**src/rtl/source_pump_sequencer_if.sv**
```systemverilog
// Request/status bundle between the protocol controller and the Source pump sequencer.
//   req_valid / req_ready / req_strokes : dispense request handshake and stroke count
//   abort                               : stop the running dispense
//   valve / inlet_open                  : pump valves {v3,v2,v1} (1 = closed), inlet (1 = open)
//   busy / strokes_done / done / aborted: transaction status and completion
// master = controller side, slave = sequencer side.
interface source_pump_sequencer_if #(
   parameter int unsigned STROKE_W = 8
) ();
   logic                req_valid;
   logic                req_ready;
   logic [STROKE_W-1:0] req_strokes;
   logic                abort;
   logic [2:0]          valve;
   logic                inlet_open;
   logic                busy;
   logic [STROKE_W-1:0] strokes_done;
   logic                done;
   logic                aborted;

   modport master (
      output req_valid, req_strokes, abort,
      input  req_ready, valve, inlet_open, busy, strokes_done, done, aborted
   );

   modport slave (
      input  req_valid, req_strokes, abort,
      output req_ready, valve, inlet_open, busy, strokes_done, done, aborted
   );
endinterface

```
**src/rtl/source_pump_sequencer.sv**
```systemverilog
// Source pump sequencer: drives the three-valve peristaltic pump and the inlet
// valve feeding the shared Source channel, dispensing a requested number of
// pump strokes per accepted request.
// Ports:
//   clk   : rising-edge clock
//   rst_n : synchronous active-low reset
//   bus   : request handshake, abort, valve/inlet drive and status (slave side)
// All outputs come straight from flops, decoded from the next state.
module source_pump_sequencer #(
   parameter int unsigned PHASE_CYCLES = 4,
   parameter int unsigned STROKE_W     = 8
) (
   input logic                     clk,
   input logic                     rst_n,
   source_pump_sequencer_if.slave  bus
);

   localparam int unsigned DWELL_W = 8;
   localparam logic [DWELL_W-1:0] DWELL_LAST = DWELL_W'(PHASE_CYCLES - 1);
   localparam logic [2:0] LAST_STEP = 3'd5;
   localparam logic [2:0] VALVE_ALL_CLOSED = 3'b111;

   typedef enum logic [2:0] {
      S_IDLE   = 3'd0,
      S_PRIME  = 3'd1,
      S_PUMP   = 3'd2,
      S_SETTLE = 3'd3,
      S_DONE   = 3'd4
   } state_t;

   state_t                r_state,   w_state_nxt;
   logic [DWELL_W-1:0]    r_dwell,   w_dwell_nxt;
   logic [2:0]            r_step,    w_step_nxt;
   logic [STROKE_W-1:0]   r_target,  w_target_nxt;
   logic [STROKE_W-1:0]   r_strokes, w_strokes_nxt;
   logic                  r_aborted, w_aborted_nxt;
   logic [2:0]            r_valve,   w_valve_nxt;
   logic                  r_inlet,   w_inlet_nxt;
   logic                  r_ready,   w_ready_nxt;
   logic                  r_busy,    w_busy_nxt;
   logic                  r_done,    w_done_nxt;

   logic                  w_dwell_end;
   logic [STROKE_W-1:0]   w_strokes_inc;

   // Peristaltic wave: each step differs from its neighbours (and 5 -> 0) in one valve.
   function automatic logic [2:0] pump_pattern(input logic [2:0] step);
      case (step)
         3'd0:    pump_pattern = 3'b011;
         3'd1:    pump_pattern = 3'b001;
         3'd2:    pump_pattern = 3'b101;
         3'd3:    pump_pattern = 3'b100;
         3'd4:    pump_pattern = 3'b110;
         3'd5:    pump_pattern = 3'b010;
         default: pump_pattern = 3'b111;
      endcase
   endfunction

   assign w_dwell_end   = (r_dwell == DWELL_LAST);
   assign w_strokes_inc = r_strokes + STROKE_W'(1);

   // State and output registers.
   always_ff @(posedge clk) begin
      if (!rst_n) begin
         r_state   <= S_IDLE;
         r_dwell   <= '0;
         r_step    <= '0;
         r_target  <= '0;
         r_strokes <= '0;
         r_aborted <= 1'b0;
         r_valve   <= VALVE_ALL_CLOSED;
         r_inlet   <= 1'b0;
         r_ready   <= 1'b1;
         r_busy    <= 1'b0;
         r_done    <= 1'b0;
      end else begin
         r_state   <= w_state_nxt;
         r_dwell   <= w_dwell_nxt;
         r_step    <= w_step_nxt;
         r_target  <= w_target_nxt;
         r_strokes <= w_strokes_nxt;
         r_aborted <= w_aborted_nxt;
         r_valve   <= w_valve_nxt;
         r_inlet   <= w_inlet_nxt;
         r_ready   <= w_ready_nxt;
         r_busy    <= w_busy_nxt;
         r_done    <= w_done_nxt;
      end
   end

   // Next-state sequencing, then output decode from the next state.
   always_comb begin
      w_state_nxt   = r_state;
      w_dwell_nxt   = r_dwell;
      w_step_nxt    = r_step;
      w_target_nxt  = r_target;
      w_strokes_nxt = r_strokes;
      w_aborted_nxt = r_aborted;
      w_valve_nxt   = VALVE_ALL_CLOSED;
      w_inlet_nxt   = 1'b0;
      w_ready_nxt   = 1'b0;
      w_busy_nxt    = 1'b1;
      w_done_nxt    = 1'b0;

      case (r_state)
         S_IDLE: begin
            if (bus.req_valid) begin
               w_target_nxt  = bus.req_strokes;
               w_strokes_nxt = '0;
               w_aborted_nxt = 1'b0;
               w_dwell_nxt   = '0;
               w_step_nxt    = '0;
               w_state_nxt   = (bus.req_strokes == '0) ? S_DONE : S_PRIME;
            end
         end

         S_PRIME: begin
            if (bus.abort) begin
               w_aborted_nxt = 1'b1;
               w_dwell_nxt   = '0;
               w_state_nxt   = S_SETTLE;
            end else if (w_dwell_end) begin
               w_dwell_nxt = '0;
               w_step_nxt  = '0;
               w_state_nxt = S_PUMP;
            end else begin
               w_dwell_nxt = r_dwell + DWELL_W'(1);
            end
         end

         S_PUMP: begin
            if (w_dwell_end && (r_step == LAST_STEP)) begin
               // A stroke finishing on the abort cycle still counts.
               w_strokes_nxt = w_strokes_inc;
               w_dwell_nxt   = '0;
               w_step_nxt    = '0;
               if (bus.abort || (w_strokes_inc == r_target)) begin
                  w_aborted_nxt = r_aborted | bus.abort;
                  w_state_nxt   = S_SETTLE;
               end
            end else if (bus.abort) begin
               // Partial stroke is dropped from the count.
               w_aborted_nxt = 1'b1;
               w_dwell_nxt   = '0;
               w_state_nxt   = S_SETTLE;
            end else if (w_dwell_end) begin
               w_dwell_nxt = '0;
               w_step_nxt  = r_step + 3'd1;
            end else begin
               w_dwell_nxt = r_dwell + DWELL_W'(1);
            end
         end

         S_SETTLE: begin
            if (w_dwell_end) begin
               w_dwell_nxt = '0;
               w_state_nxt = S_DONE;
            end else begin
               w_dwell_nxt = r_dwell + DWELL_W'(1);
            end
         end

         S_DONE: begin
            w_state_nxt = S_IDLE;
         end

         default: begin
            w_state_nxt = S_IDLE;
         end
      endcase

      case (w_state_nxt)
         S_IDLE: begin
            w_ready_nxt = 1'b1;
            w_busy_nxt  = 1'b0;
         end
         S_PRIME: begin
            w_inlet_nxt = 1'b1;
         end
         S_PUMP: begin
            w_inlet_nxt = 1'b1;
            w_valve_nxt = pump_pattern(w_step_nxt);
         end
         S_DONE: begin
            w_done_nxt = 1'b1;
         end
         default: begin
            w_valve_nxt = VALVE_ALL_CLOSED;
         end
      endcase
   end

   assign bus.req_ready    = r_ready;
   assign bus.valve        = r_valve;
   assign bus.inlet_open   = r_inlet;
   assign bus.busy         = r_busy;
   assign bus.strokes_done = r_strokes;
   assign bus.done         = r_done;
   assign bus.aborted      = r_aborted;

endmodule

```
**src/flat_wrapper.sv**
```systemverilog
// flat-port wrapper written by rule: the top's interface ports become plain ports
module source_pump_sequencer_flat 
#(
   parameter int unsigned PHASE_CYCLES = 4,
   parameter int unsigned STROKE_W     = 8
)
  (clk, rst_n, bus_req_valid, bus_req_strokes, bus_abort, bus_req_ready, bus_valve, bus_inlet_open, bus_busy, bus_strokes_done, bus_done, bus_aborted);
  source_pump_sequencer_if #(.STROKE_W(STROKE_W)) bus_i ();
  input logic clk;
  input logic rst_n;
  input wire logic [$bits(bus_i.req_valid)-1:0] bus_req_valid;
  input wire logic [$bits(bus_i.req_strokes)-1:0] bus_req_strokes;
  input wire logic [$bits(bus_i.abort)-1:0] bus_abort;
  output wire logic [$bits(bus_i.req_ready)-1:0] bus_req_ready;
  output wire logic [$bits(bus_i.valve)-1:0] bus_valve;
  output wire logic [$bits(bus_i.inlet_open)-1:0] bus_inlet_open;
  output wire logic [$bits(bus_i.busy)-1:0] bus_busy;
  output wire logic [$bits(bus_i.strokes_done)-1:0] bus_strokes_done;
  output wire logic [$bits(bus_i.done)-1:0] bus_done;
  output wire logic [$bits(bus_i.aborted)-1:0] bus_aborted;
  assign bus_i.req_valid = bus_req_valid;
  assign bus_i.req_strokes = bus_req_strokes;
  assign bus_i.abort = bus_abort;
  assign bus_req_ready = bus_i.req_ready;
  assign bus_valve = bus_i.valve;
  assign bus_inlet_open = bus_i.inlet_open;
  assign bus_busy = bus_i.busy;
  assign bus_strokes_done = bus_i.strokes_done;
  assign bus_done = bus_i.done;
  assign bus_aborted = bus_i.aborted;
  source_pump_sequencer #(.PHASE_CYCLES(PHASE_CYCLES), .STROKE_W(STROKE_W)) u_core (.clk(clk), .rst_n(rst_n), .bus(bus_i));
endmodule
```
**config.mk**
```make
export PLATFORM = sky130hd
export DESIGN_NAME = source_pump_sequencer_flat
export DESIGN_NICKNAME = d
export VERILOG_FILES = /design/src/rtl/source_pump_sequencer_if.sv /design/src/rtl/source_pump_sequencer.sv /design/src/flat_wrapper.sv
export SDC_FILE = /design/constraint.sdc
export NUM_CORES = 1
export LEC_CHECK = 0
export CAP_MARGIN = 20
export CORE_MARGIN = 2
export CORE_UTILIZATION = 49
export CTS_BUF_LIST = sky130_fd_sc_hd__clkbuf_16
export DETAILED_ROUTE_END_ITERATION = 10
export PLACE_DENSITY = 0.82
export SLEW_MARGIN = 20
export SYNTH_ARGS = -nofsm -noshare
export SYNTH_HDL_FRONTEND = slang
export SYNTH_SLANG_ARGS = --single-unit
```
**constraint.sdc**
```tcl
create_clock -name clk -period 2.6 [get_ports clk]
set_clock_uncertainty 0.1 [all_clocks]
set_input_delay 0.26 -clock clk [delete_from_list [all_inputs] [get_ports clk]]
set_output_delay 0.26 -clock clk [all_outputs]
set_load 0.05 [all_outputs]
```
==> run_1/clock_map.png <==
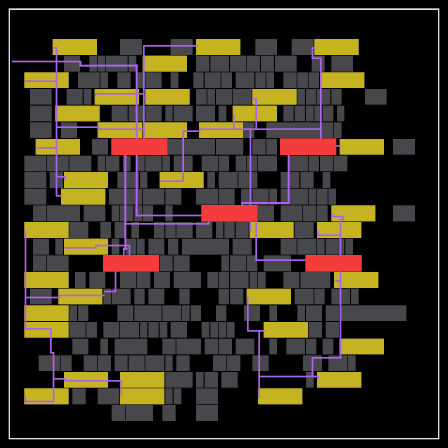
flip-flops -> yellow  # count 38
clock wires -> purple  # length 460 µm
cells driving clock nets -> red  # count 5
flops lie = widely spread

==> run_1/metal_stack.png <==
Bar = 20 µm.
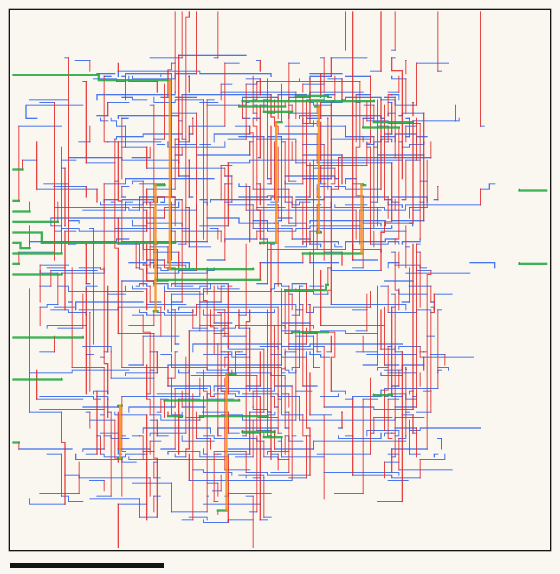
met2 -> red  # wire length 2520 µm
met1 -> blue  # wire length 2270 µm
met4 -> orange  # wire length 106 µm
met3 -> green  # wire length 211 µm

==> run_1/density.png <==
The die is cut into 7 by 7 equal tiles; dark blue is low, red is high, 0 to 100% covered.
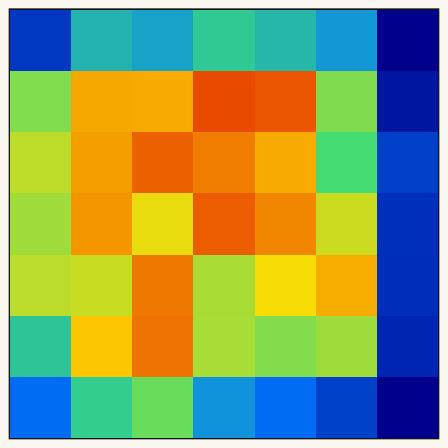
mean over tiles = 54%
emptiest ninth of the die = bottom right
tiles over 75% full = 31%
densest ninth of the die = middle
nearly empty tiles = 4.1%
fullest tile = 92%

==> run_1/final_congestion.png <==
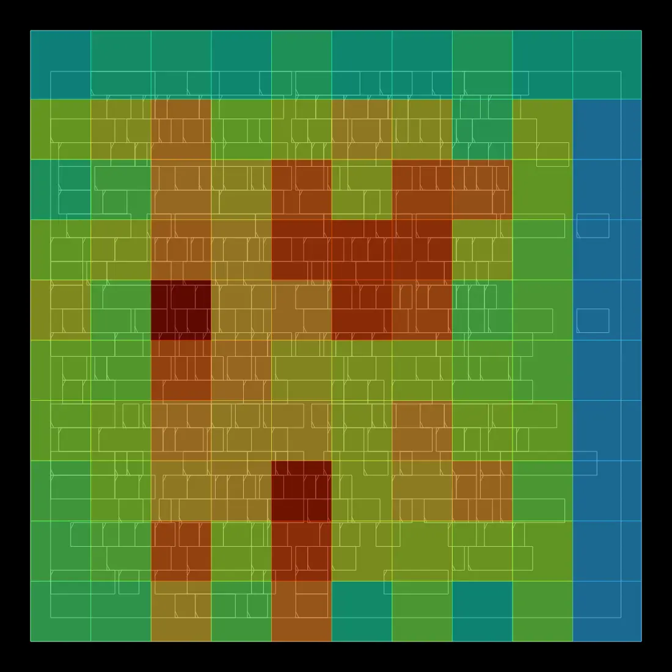
Top Usage Layer GRT: met2
drt wl/cell: 14.7 µm

==> flow_metrics.py, run 1 <==
# Physical implementation metrics
metrics = {
    "status": {
        "run_status": "completed",
    },
    "cells_and_area": {
        "stdcell_area_um2": 2710,
        "comb-cell-share": 0.481,
        "flops": 38,
        "lay_top_cells": "dfxtp_1 (38), nand2_1 (35), clkdlybuf4s50_1 (27)",
        "final-clk-cell-share": 0.0697,
        "n_all_inverters": 5,
        "n_all_buffers": 41,
        "areaGrowthSynthToFinish_pct": 27.2,
        "fillers": 332,
        "num-multi-input-gates": 206,
    },
    "critical_path": {
        "critical_path.slowest_cell": "or4b_4",
        "regToRegSetupSlack_ns": 0.08,
        "reg2reg_from": "u_core.r_dwell[1]",
        "worstSetupPathDepth": 7,
        "worstRegToRegCells": 7,
        "critPathMaxStageDelay_ns": 0.50,
        "critPathLaunch": "u_core.r_dwell[1]",
        "cp_num_buf_inv": 1,
        "worstReg2RegEnd": "u_core.bus.inlet_open",
        "crit_fanout": 7,
        "cp-start-kind": "flop",
        "cp_data_arrival_time_ns": 2.58,
    },
    "global_routing": {
        "grt_pass1_wl_um": 8490,
        "antenna_found_initial": 0,
        "use_met2": 0.364,
        "grt_max_degree": 24,
        "grt_overflow": 0,
        "grt_pass1_vias": 1860,
        "met1_usage": 0.265,
    },
    "yosys": {
        "yosys_area_um2": 2130,
        "synth-warning-count": 0,
        "ys_cells": 263,
        "synth.most_common_cell": "dfxtp_1",
        "ys_types": 49,
        "adder_share": 0.0293,
        "edf_count": 0,
        "syn_inst": 263,
        "aoi_share": 0.192,
        "ys_sh_xor": 0.0698,
        "area_leaders": "dfxtp_1 (36%), nand2_1 (6.2%), a21boi_0 (4.2%), xnor2_1 (4.1%), nor2_1 (3.9%)",
        "synth_flop_count": 38,
        "fp_nets": 280,
        "postSynthSeqShare": 0.357,
        "async_flop_share": 0,
        "mux_area_frac": 0.00704,
    },
    "clock_tree": {
        "hold_buffers": 0,
        "cts.sinks": 38,
        "insertion_delay_ns": 0.28,
        "cts_tree": "done",
        "cts_buffer_depth": 2,
        "cts_setup_buffers": 0,
    },
    "place": {
        "placed_cells": 340,
        "place_ws_ns": 0.0363,
        "portBuffers": 27,
        "placed_cell_area_um2": 2510,
    },
    "timing": {
        "whs_ns": 0.385,
        "worst_slack_ns": 0.0833,
        "slew_headroom": 0.646,
        "fmax_ghz": 0.397,
        "fin_setup_tns_ns": 0,
        "worstMarginPinSlew_ns": 0.529,
    },
    "route": {
        "finalWirelength_um": 5110,
        "detail-route-antenna-nets": 0,
        "wl_met2_um": 2520,
    },
    "pwr": {
        "pwr-share-comb": 0.150,
        "swShare": 0.234,
        "p_sw_w": 0.000383,
        "ir_drop_mv": 0.535,
        "power-top-group": "the clock network",
        "power.leakage_nw": 1.01,
    },
    "floorplanning": {
        "die_x_um": 70.0,
        "dieHeight_um": 70.0,
        "io_pins": 28,
    },
    "min_path": {
        "hold_depth": 2,
        "min_to": "u_core.r_target[0]",
    },
    "run": {
        "warnings": 27,
    },
}
==> run 1 -> run 2 <==
TNS_END_PERCENT = 50   (was unset)
==> run_2/density.png <==
The die is cut into 7 by 7 equal tiles; dark blue is low, red is high, 0 to 100% covered.
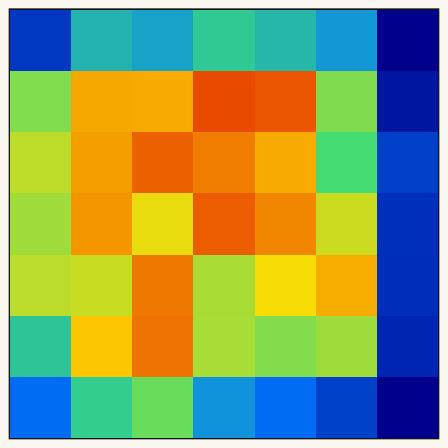
fullest tile = 92%
densest ninth of the die = middle
emptiest ninth of the die = bottom right
nearly empty tiles = 4.1%
tiles over 75% full = 31%
mean over tiles = 54%

==> flow_metrics.py, run 2 <==
# Physical implementation metrics
metrics = {
    "status": {
        "run_status": "completed",
    },
    "yosys": {
        "async_flop_share": 0,
        "ys_sh_xor": 0.0698,
        "syn_inst": 263,
        "yosys_area_um2": 2130,
        "edf_count": 0,
        "ys_cells": 263,
        "synth.most_common_cell": "dfxtp_1",
        "synth-warning-count": 0,
        "mux_area_frac": 0.00704,
        "adder_share": 0.0293,
    },
    "min_path": {
        "hold_depth": 2,
        "min_to": "u_core.r_target[0]",
    },
    "place": {
        "placed_cells": 340,
        "place_ws_ns": 0.0363,
        "placed_cell_area_um2": 2510,
        "portBuffers": 27,
    },
    "cells_and_area": {
        "flops": 38,
        "stdcell_area_um2": 2710,
        "num-multi-input-gates": 206,
        "lay_top_cells": "dfxtp_1 (38), nand2_1 (35), clkdlybuf4s50_1 (27)",
        "final-clk-cell-share": 0.0697,
        "n_all_inverters": 5,
        "areaGrowthSynthToFinish_pct": 27.2,
    },
    "global_routing": {
        "antenna_found_initial": 0,
        "use_met2": 0.364,
        "met1_usage": 0.265,
        "grt_max_degree": 24,
        "grt_overflow": 0,
        "grt_pass1_wl_um": 8490,
    },
    "floorplanning": {
        "io_pins": 28,
        "dieHeight_um": 70.0,
    },
    "critical_path": {
        "reg2reg_from": "u_core.r_dwell[1]",
        "cp_data_arrival_time_ns": 2.58,
        "critPathMaxStageDelay_ns": 0.50,
        "critPathLaunch": "u_core.r_dwell[1]",
        "regToRegSetupSlack_ns": 0.08,
        "critical_path.slowest_cell": "or4b_4",
        "worstReg2RegEnd": "u_core.bus.inlet_open",
        "cp_num_buf_inv": 1,
        "worstSetupPathDepth": 7,
    },
    "pwr": {
        "power.leakage_nw": 1.01,
        "swShare": 0.234,
        "pwr-share-comb": 0.150,
        "p_sw_w": 0.000383,
        "power-top-group": "the clock network",
    },
    "clock_tree": {
        "cts.sinks": 38,
        "cts_buffer_depth": 2,
        "cts_tree": "done",
        "insertion_delay_ns": 0.28,
        "hold_buffers": 0,
    },
    "timing": {
        "worstMarginPinSlew_ns": 0.529,
        "worst_slack_ns": 0.0833,
        "slew_headroom": 0.646,
        "fin_setup_tns_ns": 0,
        "fmax_ghz": 0.397,
    },
    "run": {
        "warnings": 27,
    },
    "route": {
        "post_drt_wl_per_cell_um": 14.7,
        "detail-route-antenna-nets": 0,
        "finalWirelength_um": 5110,
    },
}
==> run 2 -> run 3 <==
--- a/config.mk
+++ b/config.mk
@@ -11,4 +11,6 @@
 export CTS_BUF_LIST = sky130_fd_sc_hd__clkbuf_16
 export DETAILED_ROUTE_END_ITERATION = 10
+export GPL_ROUTABILITY_DRIVEN = 0
+export HOLD_SLACK_MARGIN = 0.12
 export PLACE_DENSITY = 0.82
 export SLEW_MARGIN = 20
==> constraint.sdc (replaced) <==
create_clock -name clk -period 2.6 [get_ports clk]
set_clock_uncertainty 0.1 [all_clocks]
set_input_delay 0.52 -clock clk [delete_from_list [all_inputs] [get_ports clk]]
set_output_delay 0.52 -clock clk [all_outputs]
set_load 0.05 [all_outputs]
==> flow_metrics.py, run 3 <==
# Physical implementation metrics
metrics = {
    "status": {
        "run_status": "completed",
    },
    "run": {
        "warnings": 27,
    },
    "yosys": {
        "area_leaders": "dfxtp_1 (36%), nand2_1 (6.2%), a21boi_0 (4.2%), xnor2_1 (4.1%), nor2_1 (3.9%)",
        "aoi_share": 0.192,
        "yosys_area_um2": 2130,
        "async_flop_share": 0,
        "ys_cells": 263,
        "syn_inst": 263,
        "synth_flop_count": 38,
        "fp_nets": 280,
        "synth.most_common_cell": "dfxtp_1",
        "edf_count": 0,
        "mux_area_frac": 0.00704,
        "synth-warning-count": 0,
        "adder_share": 0.0293,
    },
    "place": {
        "placed_cells": 338,
        "place_ws_ns": 0.0253,
        "portBuffers": 27,
        "placed_cell_area_um2": 2490,
    },
    "pwr": {
        "power.leakage_nw": 0.982,
        "p_sw_w": 0.000396,
        "ir_drop_mv": 0.522,
        "power-top-group": "sequential cells",
    },
    "floorplanning": {
        "die_x_um": 70.0,
        "dieHeight_um": 70.0,
        "io_pins": 28,
    },
    "global_routing": {
        "grt_overflow": 0,
        "antenna_found_initial": 0,
        "use_met2": 0.328,
        "grt_pass1_wl_um": 8120,
        "grt_pass1_vias": 1814,
        "grt.busiest_layer": "met2",
        "met1_usage": 0.263,
        "grt_max_degree": 24,
    },
    "min_path": {
        "min_to": "u_core.r_target[4]",
        "hold_depth": 2,
    },
    "timing": {
        "fin_setup_tns_ns": 0,
        "whs_ns": 0.381,
        "slew_headroom": 0.667,
        "worstMarginPinSlew_ns": 0.497,
        "fmax_ghz": 0.397,
        "worst_slack_ns": 0.0806,
    },
    "route": {
        "wl_met2_um": 2370,
        "finalWirelength_um": 4970,
        "detail-route-antenna-nets": 0,
        "post_drt_wl_per_cell_um": 14.4,
    },
    "cells_and_area": {
        "fillers": 338,
        "comb-cell-share": 0.493,
        "n_all_buffers": 39,
        "areaGrowthSynthToFinish_pct": 24.4,
        "final-clk-cell-share": 0.0533,
        "flops": 38,
        "stdcell_area_um2": 2650,
        "n_all_inverters": 5,
    },
    "critical_path": {
        "critPathLaunch": "u_core.r_dwell[1]",
        "worstSetupPathDepth": 9,
        "cp_data_arrival_time_ns": 2.57,
        "worstReg2RegEnd": "u_core.bus.valve[0]",
        "reg2reg_from": "u_core.r_dwell[1]",
        "cp-start-kind": "flop",
        "critPathMaxStageDelay_ns": 0.50,
        "cp_num_buf_inv": 1,
        "regToRegSetupSlack_ns": 0.08,
    },
    "clock_tree": {
        "cts.sinks": 38,
        "cts_buffer_depth": 2,
        "insertion_delay_ns": 0.28,
        "hold_buffers": 0,
        "cts_tree": "done",
        "cts_setup_buffers": 0,
    },
}
==> run_3/density.png <==
The die is cut into 7 by 7 equal tiles; dark blue is low, red is high, 0 to 100% covered.
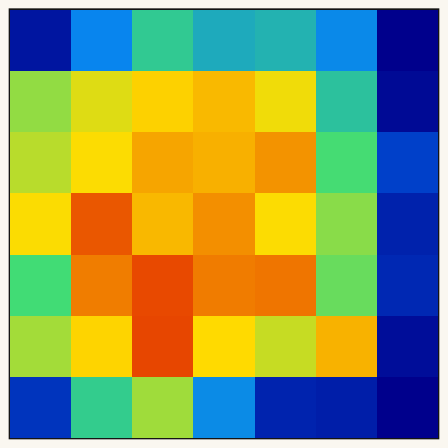
mean over tiles = 53%
densest ninth of the die = middle
tiles over 75% full = 33%

Power figures rest on the tool's default switching activity, not on a simulated workload.
